**config.mk**
```make
export PLATFORM = sky130hd
export DESIGN_NAME = dds_param_ctrl
export DESIGN_NICKNAME = d
export VERILOG_FILES = /design/src/rtl/dds_param_ctrl.sv
export SDC_FILE = /design/constraint.sdc
export NUM_CORES = 1
export LEC_CHECK = 0
export CAP_MARGIN = 20
export CELL_PAD_IN_SITES_DETAIL_PLACEMENT = 0
export CELL_PAD_IN_SITES_GLOBAL_PLACEMENT = 1
export CORE_ASPECT_RATIO = 0.75
export CORE_MARGIN = 10
export CORE_UTILIZATION = 47
export DETAILED_ROUTE_END_ITERATION = 10
export MAX_ROUTING_LAYER = met4
export PLACE_DENSITY_LB_ADDON = 0.1
export RECOVER_POWER = 100
export SLEW_MARGIN = 30
export SYNTH_ARGS = -nofsm -noshare
export SYNTH_HDL_FRONTEND = slang
export SYNTH_SLANG_ARGS = --single-unit
```
**constraint.sdc**
```tcl
create_clock -name sys_clk -period 7.82 [get_ports sys_clk]
set_clock_uncertainty 0.1 [all_clocks]
set_input_delay 1.173 -clock sys_clk [delete_from_list [all_inputs] [get_ports sys_clk]]
set_output_delay 1.173 -clock sys_clk [all_outputs]
set_load 0.03 [all_outputs]
```
**src/rtl/dds_param_ctrl.sv**
```systemverilog
// DDS parameter controller: three debounced push-buttons select and step the
// coarse/fine frequency words and the phase word of a DDS core.
module dds_param_ctrl #(
   parameter int unsigned DB_CYCLES = 1000000,
   parameter logic [5:0]  F1_INIT   = 6'd1,
   parameter logic [7:0]  F2_INIT   = 8'd0,
   parameter logic [8:0]  P_INIT    = 9'd0
) (
   input  logic       sys_clk,
   input  logic       sys_rst,
   input  logic       key_sel,
   input  logic       key_up,
   input  logic       key_down,
   output logic [5:0] Fword1,
   output logic [7:0] Fword2,
   output logic [8:0] Pword2,
   output logic [1:0] edit_field,
   output logic       param_upd
);

   localparam int unsigned NK = 3;
   localparam int unsigned CW = (DB_CYCLES < 2) ? 1 : $clog2(DB_CYCLES);

   // Key index: 0 = sel, 1 = up, 2 = down
   localparam int unsigned K_SEL  = 0;
   localparam int unsigned K_UP   = 1;
   localparam int unsigned K_DOWN = 2;

   typedef enum logic [1:0] {
      EDIT_F1 = 2'b00,
      EDIT_F2 = 2'b01,
      EDIT_P  = 2'b10
   } state_e;

   logic [NK-1:0]         keys_raw;
   logic [NK-1:0]         sync1_q, sync2_q;
   logic [NK-1:0]         db_q, db_d;
   logic [NK-1:0]         db_dly_q;
   logic [NK-1:0]         press_q, press_d;
   logic [NK-1:0][CW-1:0] cnt_q, cnt_d;

   state_e     state_q, state_d;
   logic [5:0] f1_q, f1_d;
   logic [7:0] f2_q, f2_d;
   logic [8:0] p_q, p_d;
   logic       upd_q, upd_d;

   logic sel_p, up_p, dn_p;

   assign keys_raw = {key_down, key_up, key_sel};

   // Debounce: accept a new level after DB_CYCLES consecutive differing cycles
   always_comb begin
      db_d  = db_q;
      cnt_d = cnt_q;
      for (int k = 0; k < NK; k++) begin
         if (sync2_q[k] == db_q[k]) begin
            cnt_d[k] = '0;
         end else if (cnt_q[k] == CW'(DB_CYCLES - 1)) begin
            db_d[k]  = sync2_q[k];
            cnt_d[k] = '0;
         end else begin
            cnt_d[k] = cnt_q[k] + CW'(1);
         end
      end
   end

   // Rising edge of the debounced level only; releases produce nothing
   assign press_d = db_q & ~db_dly_q;

   assign sel_p = press_q[K_SEL];
   assign up_p  = press_q[K_UP];
   assign dn_p  = press_q[K_DOWN];

   // Edit FSM and word update; sel wins over up/down, up+down cancels
   always_comb begin
      state_d = state_q;
      f1_d    = f1_q;
      f2_d    = f2_q;
      p_d     = p_q;
      upd_d   = 1'b0;
      if (sel_p) begin
         case (state_q)
            EDIT_F1: state_d = EDIT_F2;
            EDIT_F2: state_d = EDIT_P;
            default: state_d = EDIT_F1;
         endcase
      end else if (up_p ^ dn_p) begin
         upd_d = 1'b1;
         case (state_q)
            EDIT_F1: f1_d = up_p ? (f1_q + 6'd1) : (f1_q - 6'd1);
            EDIT_F2: f2_d = up_p ? (f2_q + 8'd1) : (f2_q - 8'd1);
            EDIT_P:  p_d  = up_p ? (p_q + 9'd1)  : (p_q - 9'd1);
            default: upd_d = 1'b0;
         endcase
      end
   end

   always_ff @(posedge sys_clk) begin
      if (sys_rst) begin
         sync1_q  <= '0;
         sync2_q  <= '0;
         db_q     <= '0;
         db_dly_q <= '0;
         cnt_q    <= '0;
         press_q  <= '0;
         state_q  <= EDIT_F1;
         f1_q     <= F1_INIT;
         f2_q     <= F2_INIT;
         p_q      <= P_INIT;
         upd_q    <= 1'b0;
      end else begin
         sync1_q  <= keys_raw;
         sync2_q  <= sync1_q;
         db_q     <= db_d;
         db_dly_q <= db_q;
         cnt_q    <= cnt_d;
         press_q  <= press_d;
         state_q  <= state_d;
         f1_q     <= f1_d;
         f2_q     <= f2_d;
         p_q      <= p_d;
         upd_q    <= upd_d;
      end
   end

   assign Fword1     = f1_q;
   assign Fword2     = f2_q;
   assign Pword2     = p_q;
   assign edit_field = state_q;
   assign param_upd  = upd_q;

endmodule

```
==> ds_physical_params.txt <==
Summary of implementation characteristics

Parameter                              Value

Status
  Run status .................. complete, but fails checks
  Failing checks .................. capacitance limit, slew limit

Detailed routing
  Detailed-route vias per instance .................. approximately 5.2
  Wire length the detailed router placed on met1 .................. 4920 µm
  Total wire length after detailed routing .................. 9180 µm
  1st-iter DRT viols .................. 176
  Number of iterations in the first detailed-routing pass .................. 4
  Total met3 wirelength after detailed routing .................. between 300 and 400 µm
  Post-route DRC .................. 0
  Post-detailed-route count of antenna-violating nets .................. 0
  Max layer used .................. met4
  Total via count after detailed routing .................. 3644

Logic synthesis
  Proportion of synthesized area in mux cells .................. 1.51%
  Post-synth regs .................. about 100
  Flip-flops with a built-in enable .................. 0
  Synth warnings .................. 0
  Largest family of logic cells by area .................. simple AND/OR/NAND/NOR gates
  Post-Synthesis Net Count .................. 571
  Area contributors post-synth .................. sky130_fd_sc_hd__dfxtp_1 (42%), sky130_fd_sc_hd__xor2_1 (7.8%), sky130_fd_sc_hd__nor2_1 (6.5%)
  Share of the synthesized netlist area taken by xor and xnor gates .................. 13.3%
  Cell count listed in synth_stat.txt .................. 543
  Most used standard cell by instance count after synthesis .................. sky130_fd_sc_hd__dfxtp_1
  Share of flip-flops with an asynchronous set or reset after synthesis .................. 0%

Placed design
  Count of buffers inserted at the top-level ports .................. 30
  Cell area after placement .................. 5220 µm²
  Placer congestion estimate .................. 0.852

Floorplan
  I/O pin total .................. 31
  Number of cell rows .................. 31
  Horizontal die dimension .................. 137 µm
  Total die size .................. 14700 µm²

Cells and area
  Post-route insts no fill .................. 705
  Final Net Count .................. 596
  Footprint of the multi-input gates .................. ~2700 µm²
  Area grow syn2layout .................. 15.1%
  Clkbuf count .................. 9
  Signal buffers share of area .................. 5.49%
  Inverter count .................. 11
  Number of fillers in the final layout .................. 876
  Number of flip-flops and latches .................. 101
  Sequential cell area .................. 2020 µm²
  Seq area share .................. 36.5%
  Combinational share of cell area .................. between 40% and 50%

Timing
  Final Hold Violating Endpoints .................. 0
  RSZ-0062 raised after global routing .................. false
  Number of pins exceeding their max-slew limit in the final report .................. 45
  Time the final worst path needs with I/O delays and setup .................. approximately 4900 ps
  Setup TNS .................. 0 ps
  Slew at the pin with the worst max-slew slack .................. 1960 ps
  Max Clk Rate .................. 0.204 GHz
  Final cycle utilization of the critical path .................. 62.6%

Min path
  Worst hold start .................. db_dly_q[1]
  Worst Hold Endpoint .................. press_q[1]
  Kind of path behind the tightest hold check .................. flip-flop to flip-flop
  Hold Path Stages .................. 1

Power
  Fraction of power consumed by the clock network .................. 47.6%
  Power dissipated in combinational cells .................. approximately 0.016 mW
  Net Sw Frac .................. 21.0%
  Maximum vdd drop .................. between 0.0001 and 0.00015 V
  Pwr/cell area .................. between 150 and 200 nW/µm²
  Clock network power consumption .................. 0.486 mW
  Total internal power .................. 0.806 mW
  Sequential group share of total power .................. roughly 51%

Clock network
  Resized cells post-CTS .................. 0
  Clk slew on worst S/H paths .................. 70 ps
  Worst-skew pair later-pin latency .................. 340 ps
  H-tree depth reported by CTS .................. 3
  Largest buffer count on any clock path .................. 2
  Number of setup buffers added after CTS .................. 0
  Total of hold buffers inserted after clock tree synthesis .................. 0

Global routing
  Met1 usage in global routing .................. ~18%
  Via count of the first global-routing pass .................. 3370
  Routing usage on met3 .................. 4.38%
  Antenna violations before repair .................. 0
  Global-route wire length before repair .................. 16000 µm
  Pin count of the biggest net entering global routing .................. 45

Critical path
  Critical register-to-register path endpoint .................. Pword2[8]
  Kind of cell adding the most delay to the critical path .................. buffers and inverters
  Worst Setup End Kind .................. flip-flop
  CP Capture Point .................. cnt_q[59]

Job
  # Max-Cap Violations .................. 1
## registers in the layout (all words and copies together) (netlist names)
name        count
cnt_q          60
sync2_q         3
press_q         3
Fword2          8
Fword1          6
edit_field      2
Pword2          9
param_upd       1
db_dly_q        3
db_q            3
sync1_q         3
## layout by cell type, fill, tap and decap left out, types with 3 or more instances in the layout
master / instances
sky130_fd_sc_hd__a21oi_1: 24
sky130_fd_sc_hd__nor4_1: 5
sky130_fd_sc_hd__ha_1: 20
sky130_fd_sc_hd__a21o_1: 5
sky130_fd_sc_hd__mux2i_1: 5
sky130_fd_sc_hd__nor4b_1: 5
sky130_fd_sc_hd__fa_1: 3
sky130_fd_sc_hd__o21ai_0: 8
sky130_fd_sc_hd__nand4_1: 14
sky130_fd_sc_hd__a31oi_1: 3
sky130_fd_sc_hd__o31ai_1: 3
sky130_fd_sc_hd__nand3b_1: 3
sky130_fd_sc_hd__dlygate4sd3_1: 27
sky130_fd_sc_hd__inv_1: 10
sky130_fd_sc_hd__nor2_1: 83
sky130_fd_sc_hd__nand3_1: 30
sky130_fd_sc_hd__a211oi_1: 4
sky130_fd_sc_hd__inv_6: 3
sky130_fd_sc_hd__or2_0: 3
sky130_fd_sc_hd__xor2_1: 43
sky130_fd_sc_hd__and3_1: 9
sky130_fd_sc_hd__and4_1: 7
sky130_fd_sc_hd__clkdlybuf4s50_1: 3
sky130_fd_sc_hd__nor3_1: 13
sky130_fd_sc_hd__xnor2_1: 27
sky130_fd_sc_hd__nor2b_1: 16
sky130_fd_sc_hd__clkbuf_16: 9
sky130_fd_sc_hd__nand2_1: 53
sky130_fd_sc_hd__and2_1: 4
sky130_fd_sc_hd__dfxtp_1: 101
## cells by family after synthesis
kind of cell	after synthesis
compound gates	55
buf+inv	28
fa+ha+maj	23
mux	7
flops	101
xor+xnor	71
simple gates	258
==> images/layer_met1.png <==
Drawn at 3 px/µm. Supply wires on this layer in gray.
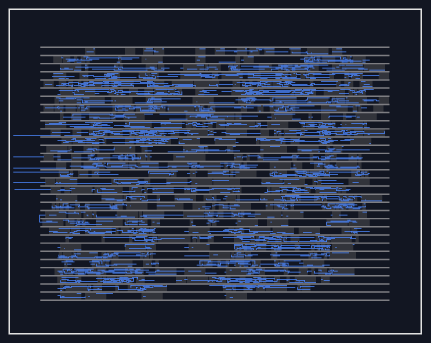
share of all routed wire = 54%
main direction = horizontal
longest straight run = 28.5 µm

==> images/layer_met2.png <==
Drawn at 3 px/µm.
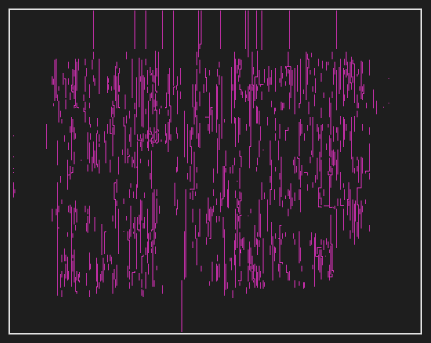
main direction = vertical
longest straight run = 37.7 µm
nets with wire on the layer = 470
share of all routed wire = 41%

==> images/layer_met3.png <==
Drawn at 4 px/µm.
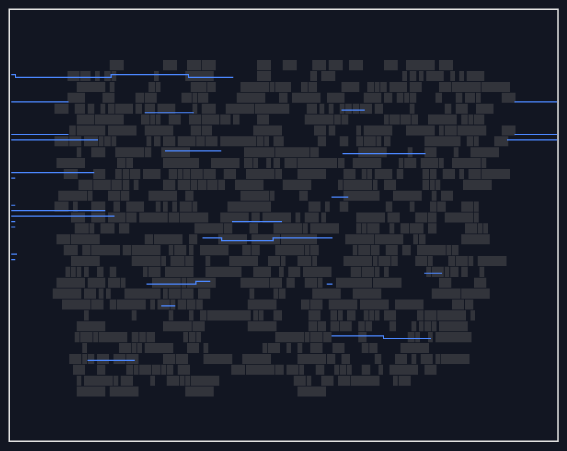
wire length on this layer = 376 µm
nets with wire on the layer = 22
share of all routed wire = 4.1%

==> images/congestion.png <==
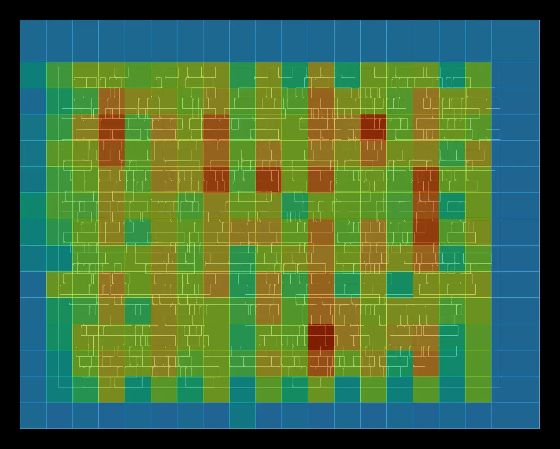
overall fraction of global-route tracks in use: 13.6%
final core occ: 56.5%

==> images/clk_routes.png <==
Drawn at 2 px/µm.
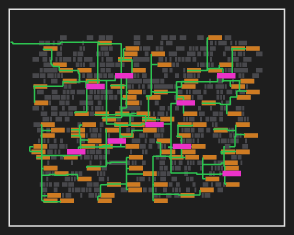
clock wires -> green  # length 1220 µm
clock drivers -> magenta  # count 9
flip-flops -> orange  # count 101
routed clock nets = 10

Power figures rest on the tool's default switching activity, not on a simulated workload.
